--- src/rtl/acc_cpu_if.sv ---
// Host-side bundle for the accumulator CPU: run handshake, program/data load
// ports and architectural state visibility.
interface acc_cpu_if #(
    parameter int DATA_WIDTH = 8,
    parameter int ADDR_WIDTH = 3
);
    localparam int IW = 4 + ADDR_WIDTH;

    logic                  start;
    logic                  busy;
    logic                  done;
    logic                  err;
    logic                  prog_wr_en;
    logic [ADDR_WIDTH-1:0] prog_addr;
    logic [IW-1:0]         prog_data;
    logic                  dbg_wr_en;
    logic                  dbg_rd_en;
    logic [ADDR_WIDTH-1:0] dbg_addr;
    logic [DATA_WIDTH-1:0] dbg_wdata;
    logic [DATA_WIDTH-1:0] dbg_rdata;
    logic [DATA_WIDTH-1:0] acc;
    logic [ADDR_WIDTH-1:0] pc;
    logic                  zero;
    logic                  carry;

    modport master (
        output start, prog_wr_en, prog_addr, prog_data,
               dbg_wr_en, dbg_rd_en, dbg_addr, dbg_wdata,
        input  busy, done, err, dbg_rdata, acc, pc, zero, carry
    );

    modport slave (
        input  start, prog_wr_en, prog_addr, prog_data,
               dbg_wr_en, dbg_rd_en, dbg_addr, dbg_wdata,
        output busy, done, err, dbg_rdata, acc, pc, zero, carry
    );
endinterface

--- src/rtl/acc_cpu_system.sv ---
// Accumulator CPU with private instruction and data RAMs, host load/readback
// port usable while idle, start/done handshake and retired-instruction watchdog.
//
// state  | meaning
// IDLE   | host owns both RAMs; waits for start
// FETCH  | imem read issued at pc
// DECODE | instruction word latched into ir
// EXEC   | memory ops issue dmem read; all other opcodes retire here
// WB     | LOAD/ADD/SUB/AND update acc and flags, then retire
// DONE   | one-cycle done pulse, back to IDLE
module acc_cpu_system #(
    parameter int DATA_WIDTH  = 8,
    parameter int ADDR_WIDTH  = 3,
    parameter int CYCLE_LIMIT = 256
) (
    input logic     clk,
    input logic     rst,
    acc_cpu_if.slave bus
);
    localparam int IW    = 4 + ADDR_WIDTH;
    localparam int DEPTH = 1 << ADDR_WIDTH;
    localparam int RW    = $clog2(CYCLE_LIMIT + 1);

    localparam logic [2:0] S_IDLE   = 3'd0;
    localparam logic [2:0] S_FETCH  = 3'd1;
    localparam logic [2:0] S_DECODE = 3'd2;
    localparam logic [2:0] S_EXEC   = 3'd3;
    localparam logic [2:0] S_WB     = 3'd4;
    localparam logic [2:0] S_DONE   = 3'd5;

    localparam logic [3:0] OP_NOP   = 4'h0;
    localparam logic [3:0] OP_LOAD  = 4'h1;
    localparam logic [3:0] OP_STORE = 4'h2;
    localparam logic [3:0] OP_ADD   = 4'h3;
    localparam logic [3:0] OP_SUB   = 4'h4;
    localparam logic [3:0] OP_AND   = 4'h5;
    localparam logic [3:0] OP_JMP   = 4'h6;
    localparam logic [3:0] OP_JZ    = 4'h7;
    localparam logic [3:0] OP_LDI   = 4'h8;
    localparam logic [3:0] OP_HALT  = 4'hF;

    logic [2:0]            state;
    logic [ADDR_WIDTH-1:0] pc_q;
    logic [DATA_WIDTH-1:0] acc_q;
    logic                  zero_q;
    logic                  carry_q;
    logic                  err_q;
    logic [RW-1:0]         retire_left;
    logic [IW-1:0]         ir;
    logic [IW-1:0]         imem_q;
    logic [DATA_WIDTH-1:0] dmem_q;
    logic [DATA_WIDTH-1:0] dbg_rdata_q;

    logic [IW-1:0]         imem [DEPTH];
    logic [DATA_WIDTH-1:0] dmem [DEPTH];

    logic                  host_idle;
    logic [3:0]            opcode;
    logic [ADDR_WIDTH-1:0] operand;
    logic                  is_mem_op;
    logic                  retire_last;
    logic [ADDR_WIDTH-1:0] exec_pc;
    logic [DATA_WIDTH:0]   sum_ext;
    logic [DATA_WIDTH:0]   diff_ext;
    logic [DATA_WIDTH-1:0] alu_res;
    logic                  alu_carry;
    logic                  dmem_we;
    logic [ADDR_WIDTH-1:0] dmem_waddr;
    logic [DATA_WIDTH-1:0] dmem_wdata;

    assign host_idle   = (state == S_IDLE);
    assign opcode      = ir[IW-1 -: 4];
    assign operand     = ir[ADDR_WIDTH-1:0];
    assign is_mem_op   = opcode inside {OP_LOAD, OP_ADD, OP_SUB, OP_AND};
    assign retire_last = (retire_left == RW'(1));

    assign sum_ext  = {1'b0, acc_q} + {1'b0, dmem_q};
    assign diff_ext = {1'b0, acc_q} - {1'b0, dmem_q};

    always_comb begin
        exec_pc = pc_q + ADDR_WIDTH'(1);
        case (opcode)
            OP_JMP:  exec_pc = operand;
            OP_JZ:   if (zero_q) exec_pc = operand;
            OP_HALT: exec_pc = pc_q;
            default: ;
        endcase
    end

    always_comb begin
        alu_res   = dmem_q;
        alu_carry = carry_q;
        case (opcode)
            OP_ADD:  {alu_carry, alu_res} = sum_ext;
            OP_SUB:  {alu_carry, alu_res} = diff_ext;
            OP_AND:  alu_res = acc_q & dmem_q;
            default: ;
        endcase
    end

    // A STORE whose EXEC edge coincides with rst must not land.
    always_comb begin
        dmem_we    = 1'b0;
        dmem_waddr = bus.dbg_addr;
        dmem_wdata = bus.dbg_wdata;
        if (host_idle && bus.dbg_wr_en) begin
            dmem_we = 1'b1;
        end else if (state == S_EXEC && opcode == OP_STORE && !rst) begin
            dmem_we    = 1'b1;
            dmem_waddr = operand;
            dmem_wdata = acc_q;
        end
    end

    always_ff @(posedge clk) begin
        if (rst) begin
            state       <= S_IDLE;
            pc_q        <= '0;
            acc_q       <= '0;
            zero_q      <= 1'b1;
            carry_q     <= 1'b0;
            err_q       <= 1'b0;
            retire_left <= '0;
            ir          <= '0;
        end else begin
            case (state)
                S_IDLE: begin
                    if (bus.start) begin
                        state       <= S_FETCH;
                        pc_q        <= '0;
                        acc_q       <= '0;
                        zero_q      <= 1'b1;
                        carry_q     <= 1'b0;
                        err_q       <= 1'b0;
                        retire_left <= RW'(CYCLE_LIMIT);
                    end
                end
                S_FETCH:  state <= S_DECODE;
                S_DECODE: begin
                    ir    <= imem_q;
                    state <= S_EXEC;
                end
                S_EXEC: begin
                    if (is_mem_op) begin
                        state <= S_WB;
                    end else begin
                        pc_q        <= exec_pc;
                        retire_left <= retire_left - RW'(1);
                        if (opcode == OP_LDI) begin
                            acc_q  <= DATA_WIDTH'(operand);
                            zero_q <= (operand == '0);
                        end
                        // HALT wins over the watchdog so a HALT landing on the limit is clean.
                        if (opcode == OP_HALT) begin
                            state <= S_DONE;
                        end else if (retire_last) begin
                            err_q <= 1'b1;
                            state <= S_DONE;
                        end else begin
                            state <= S_FETCH;
                        end
                    end
                end
                S_WB: begin
                    acc_q       <= alu_res;
                    zero_q      <= (alu_res == '0);
                    carry_q     <= alu_carry;
                    pc_q        <= pc_q + ADDR_WIDTH'(1);
                    retire_left <= retire_left - RW'(1);
                    if (retire_last) begin
                        err_q <= 1'b1;
                        state <= S_DONE;
                    end else begin
                        state <= S_FETCH;
                    end
                end
                S_DONE:  state <= S_IDLE;
                default: state <= S_IDLE;
            endcase
        end
    end

    always_ff @(posedge clk) begin
        if (host_idle && bus.prog_wr_en) imem[bus.prog_addr] <= bus.prog_data;
        if (state == S_FETCH) imem_q <= imem[pc_q];
    end

    always_ff @(posedge clk) begin
        if (dmem_we) dmem[dmem_waddr] <= dmem_wdata;
        if (state == S_EXEC && is_mem_op) dmem_q <= dmem[operand];
    end

    always_ff @(posedge clk) begin
        if (rst) begin
            dbg_rdata_q <= '0;
        end else if (host_idle && bus.dbg_rd_en) begin
            dbg_rdata_q <= dmem[bus.dbg_addr];
        end
    end

    assign bus.busy      = !host_idle;
    assign bus.done      = (state == S_DONE);
    assign bus.err       = err_q;
    assign bus.dbg_rdata = dbg_rdata_q;
    assign bus.acc       = acc_q;
    assign bus.pc        = pc_q;
    assign bus.zero      = zero_q;
    assign bus.carry     = carry_q;
endmodule

--- src/flat_wrapper.sv ---
// flat-port wrapper written by rule: the top's interface ports become plain ports
module acc_cpu_system_flat 
#(
    parameter int DATA_WIDTH  = 8,
    parameter int ADDR_WIDTH  = 3,
    parameter int CYCLE_LIMIT = 256
)
  (clk, rst, bus_start, bus_prog_wr_en, bus_prog_addr, bus_prog_data, bus_dbg_wr_en, bus_dbg_rd_en, bus_dbg_addr, bus_dbg_wdata, bus_busy, bus_done, bus_err, bus_dbg_rdata, bus_acc, bus_pc, bus_zero, bus_carry);
  acc_cpu_if #(.DATA_WIDTH(DATA_WIDTH), .ADDR_WIDTH(ADDR_WIDTH)) bus_i ();
  input logic clk;
  input logic rst;
  input wire logic [$bits(bus_i.start)-1:0] bus_start;
  input wire logic [$bits(bus_i.prog_wr_en)-1:0] bus_prog_wr_en;
  input wire logic [$bits(bus_i.prog_addr)-1:0] bus_prog_addr;
  input wire logic [$bits(bus_i.prog_data)-1:0] bus_prog_data;
  input wire logic [$bits(bus_i.dbg_wr_en)-1:0] bus_dbg_wr_en;
  input wire logic [$bits(bus_i.dbg_rd_en)-1:0] bus_dbg_rd_en;
  input wire logic [$bits(bus_i.dbg_addr)-1:0] bus_dbg_addr;
  input wire logic [$bits(bus_i.dbg_wdata)-1:0] bus_dbg_wdata;
  output wire logic [$bits(bus_i.busy)-1:0] bus_busy;
  output wire logic [$bits(bus_i.done)-1:0] bus_done;
  output wire logic [$bits(bus_i.err)-1:0] bus_err;
  output wire logic [$bits(bus_i.dbg_rdata)-1:0] bus_dbg_rdata;
  output wire logic [$bits(bus_i.acc)-1:0] bus_acc;
  output wire logic [$bits(bus_i.pc)-1:0] bus_pc;
  output wire logic [$bits(bus_i.zero)-1:0] bus_zero;
  output wire logic [$bits(bus_i.carry)-1:0] bus_carry;
  assign bus_i.start = bus_start;
  assign bus_i.prog_wr_en = bus_prog_wr_en;
  assign bus_i.prog_addr = bus_prog_addr;
  assign bus_i.prog_data = bus_prog_data;
  assign bus_i.dbg_wr_en = bus_dbg_wr_en;
  assign bus_i.dbg_rd_en = bus_dbg_rd_en;
  assign bus_i.dbg_addr = bus_dbg_addr;
  assign bus_i.dbg_wdata = bus_dbg_wdata;
  assign bus_busy = bus_i.busy;
  assign bus_done = bus_i.done;
  assign bus_err = bus_i.err;
  assign bus_dbg_rdata = bus_i.dbg_rdata;
  assign bus_acc = bus_i.acc;
  assign bus_pc = bus_i.pc;
  assign bus_zero = bus_i.zero;
  assign bus_carry = bus_i.carry;
  acc_cpu_system #(.DATA_WIDTH(DATA_WIDTH), .ADDR_WIDTH(ADDR_WIDTH), .CYCLE_LIMIT(CYCLE_LIMIT)) u_core (.clk(clk), .rst(rst), .bus(bus_i));
endmodule
--- config.mk ---
export PLATFORM = sky130hd
export DESIGN_NAME = acc_cpu_system_flat
export DESIGN_NICKNAME = d
export VERILOG_FILES = /design/src/rtl/acc_cpu_if.sv /design/src/rtl/acc_cpu_system.sv /design/src/flat_wrapper.sv
export SDC_FILE = /design/constraint.sdc
export NUM_CORES = 1
export LEC_CHECK = 0
export ABC_CLOCK_PERIOD_IN_PS = 6040
export CAP_MARGIN = 30
export CORE_ASPECT_RATIO = 0.8
export CORE_MARGIN = 2
export CORE_UTILIZATION = 40
export CTS_CLUSTER_DIAMETER = 120
export DETAILED_ROUTE_END_ITERATION = 16
export GPL_TIMING_DRIVEN = 0
export SETUP_SLACK_MARGIN = 0.15
export SYNTH_ARGS = -nofsm -noshare
export SYNTH_HDL_FRONTEND = slang
export SYNTH_SLANG_ARGS = --single-unit
--- constraint.sdc ---
create_clock -name clk -period 6.04 [get_ports clk]
set_clock_uncertainty 0.2 [all_clocks]
set_input_delay 0.906 -clock clk [delete_from_list [all_inputs] [get_ports clk]]
set_output_delay 0.906 -clock clk [all_outputs]
set_load 0.01 [all_outputs]
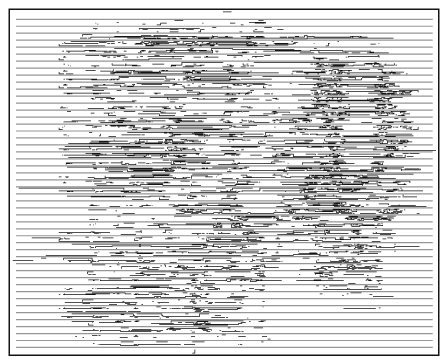
(the metal 1 layer)
Supply wires on this layer in gray.
main direction: horizontal
share of all routed wire: 44%

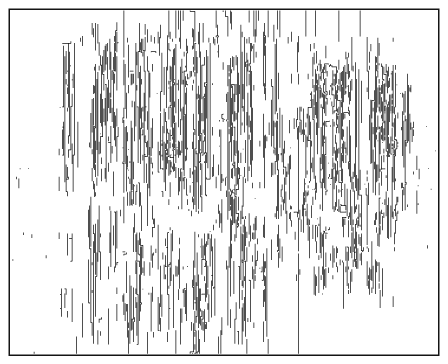
(metal 2)
share of all routed wire: 47%
main direction: vertical

==> notes.md <==
impl run done, here's what came out: HP Class=reg2reg, EDFF count, synth=roughly 140, Main synth FF type=edfxtp_1, Internal=approximately 0.0021 W, combinational gate power=around 0.00046 W, FF+latch area=between 4000 and 5000 um2, crit path DRT=approximately 5.9 ns, port buffer count=roughly 48, # Cells Yosys=about 650, Static Leakage=3.38 nW, drt drc=0, fraction of registers with async set or reset after synthesis=0%, outcome=complete, no violations, Reg power frac=between 40% and 50%, simple share=between 10% and 20%, Core Rows=around 47, Comb pwr share=between 15 and 20%, Post-synth regs=around 180, Mean Syn Cell Area=approximately 13 um2, critical path capture point type=flip-flop, CTS tree=built, Slew headroom=31.7%, final setup TNS=0 ns, Initial Util=about 41%, P per Cell Area=a little under 300 nW/um2, Mux area share=14.7%, Avg WL per Cell=approximately 20 um, grt total ovfl=0, crit start category=input port, DR vias=between 5000 and 6000, fill count=1791, hold buffers post-CTS=0, final max-slew violation count=0, Syn Nets=703, CTS resizes=0, Die Height=around 130 um, CTS clk-pin slew, worst paths=about 0.070 ns, first-pass GRT wire length=about 32000 um, FMAX=roughly 0.27 GHz, Post-layout nets=between 700 and 800, adder share=between 3 and 4%, layout cells sized above 1=a little over an eighth, Power, Total=between 0.002 and 0.003 W, antenna violations before repair=0, post-layout minimum cycle time=approximately 3.8 ns, Chip Width=between 150 and 200 um, Top pwr grp=sequential cells, Total GRT Usage=between 10% and 20%, largest net degree at the start of global routing=18, Post-Synth XOR/XNOR Area=1.24%, DR vias/cell=around 5.7, OpenROAD warning count=36, VDD IR max=around 220 uV, Cells after Synth=between 600 and 700, Syn Std Cell Area=around 8500 um2, vias in the first global route=roughly 5700, Gate Area=approximately 3300 um2, Complex Gates by Area=approximately 8.6%, ANT cells=0, DR iter-0 viols=523, Num Clock Sinks=approximately 180, DP HPWL=approximately 15000 um, Late-Pin Clk Latency=around 0.43 ns, Worst-Margin Slew=roughly 1.0 ns, Post-CTS Setup Inserts=0, Unique cell types=around 65, Synth logic family=multiplexers, gpl congestion=0.843, P_sw=slightly below 0.0008 W, clk buf depth=2, sequential power=around 0.0014 W, Layout Area Growth over Synthesis=16.9%, CP Class=in2reg, Max-Cap Viols=0, die area=around 22000 um2, Clock power frac=between 30% and 40%, total wire length=20600 um, clock group total power=0.00108 W, crit path DAT=around 3.6 ns, final worst-path cycle share=62.4%, Core Region=~21000 um2, H-tree depth=4, CTS Buf Count=17, Root Driver=clkbuf_16, critical path peak fanout=10, sequential element share of the synthesized area=between 50% and 60%, Final Hold Viols=0
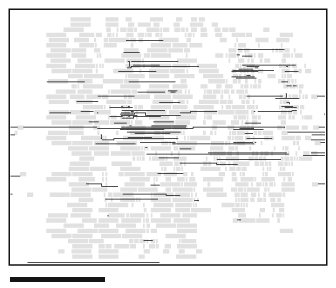
(metal 3)
Scale bar: 50 um.
nets with wire on the layer: 79
wire length on this layer: 1530 um
longest straight run: 74.8 um

stage by stage:
stage | hold slack (ns) | util, % | setup slack, ns | std cells | instance area (um2)
global route | 0.313 | 47.7 | 2.12 | 1007 | 9900
finish | 0.281 | 47.7 | 2.27 | 1007 | 9900
floorplan | 0.247 | - | 3.15 | 654 | 8470
global placement | 0.267 | 44.7 | 1.86 | 971 | 9290
CTS | 0.279 | 47.6 | 2.25 | 1006 | 9890
detailed placement | 0.272 | 44.8 | 1.80 | 974 | 9310
worst max-delay path, stage by stage:
cell,delay (ns)
clkdlybuf4s50_1,0.51
or3_1,0.39
nor3_4,0.49
buf_2,0.35
a21oi_1,0.16
nor2_1,0.81
area by class of cell:
cell class	instances	area share, %
Inverter	25	0.948
Clock buffer	19	4.37
Sequential cell	176	49.2
Timing Repair Buffer	52	5.17
Multi-Input combinational cell	414	33.7
Buffer	39	1.66
Clock inverter	13	1.50
Tap cell	269	3.40
cell usage after synthesis, drive strengths merged (3+ instances only):
master,instances,area (um2)
a211o,3,26.3
a211oi,11,82.6
a21o,6,45.0
a21oi,24,120
a221oi,5,43.8
a22oi,5,37.5
a31oi,9,56.3
a32oi,4,35.0
buf,13,66.3
clkbuf,26,97.6
dfxtp,41,821
edfxtp,135,4050
ha,20,250
inv,25,93.8
mux2,8,90.1
mux2i,12,120
mux4,46,1040
nand2,66,248
nand2b,5,38.8
nand3,11,55.1
nand3b,3,22.5
nand4,3,18.8
nor2,75,284
nor2b,4,25.0
nor3,18,101
nor3b,5,37.5
nor4,4,25.0
o211ai,3,22.5
o21ai,15,75.1
or2,3,18.8
or3,3,18.8
xnor2,8,70.1
xor2,4,35.0
per-layer routing:
| layer | share of wire [%] | global-route usage [%] |
|---|---|---|
| met3 | 7.4 | 4.75 |
| met1 | 44 | 25.4 |
| met5 | 0 | 0 |
| met2 | 47 | 30.5 |
| met4 | 1.7 | 6.70 |
final timing paths:
path	from	end	slack, ns	cells past startpoint
worst max-delay path	rst	u_core.dmem[2][1]	2.27	6
worst min-delay path	u_core.imem_q[3]	u_core.ir[3]	0.28	2
worst max register to register	u_core.state[0]	u_core.dmem[2][1]	2.50	6
worst min register to register	u_core.imem_q[3]	u_core.ir[3]	0.28	2
sequential cells by signal, indices dropped and copies added, names as in the netlist:
register              count
u_core.dmem_q             8
u_core.dmem              64
u_core.bus.dbg_rdata      8
u_core.bus.zero           1
u_core.imem_q             7
u_core.bus.err            1
u_core.state              3
u_core.bus.pc             3
u_core.imem              56
u_core.bus.acc            8
u_core.retire_left        9
u_core.bus.carry          1
u_core.ir                 7
cells in the final DEF, fill, tap and decap left out, drive strengths merged, types with 6 or more instances in the layout:
cell type / netlist / routed
nand3: 11 / 11
ha: 20 / 20
o21ai: 15 / 15
clkdlybuf4s50: 0 / 48
edfxtp: 135 / 135
a211oi: 11 / 11
inv: 25 / 32
nor3: 18 / 18
a21o: 6 / 6
dfxtp: 41 / 41
xnor2: 8 / 8
mux2i: 12 / 12
buf: 13 / 17
mux4: 46 / 46
clkbuf: 26 / 45
nand2: 66 / 66
mux2: 8 / 8
nor2: 75 / 75
a21oi: 24 / 24
a31oi: 9 / 9
Power is estimated from default activity; no workload was simulated.
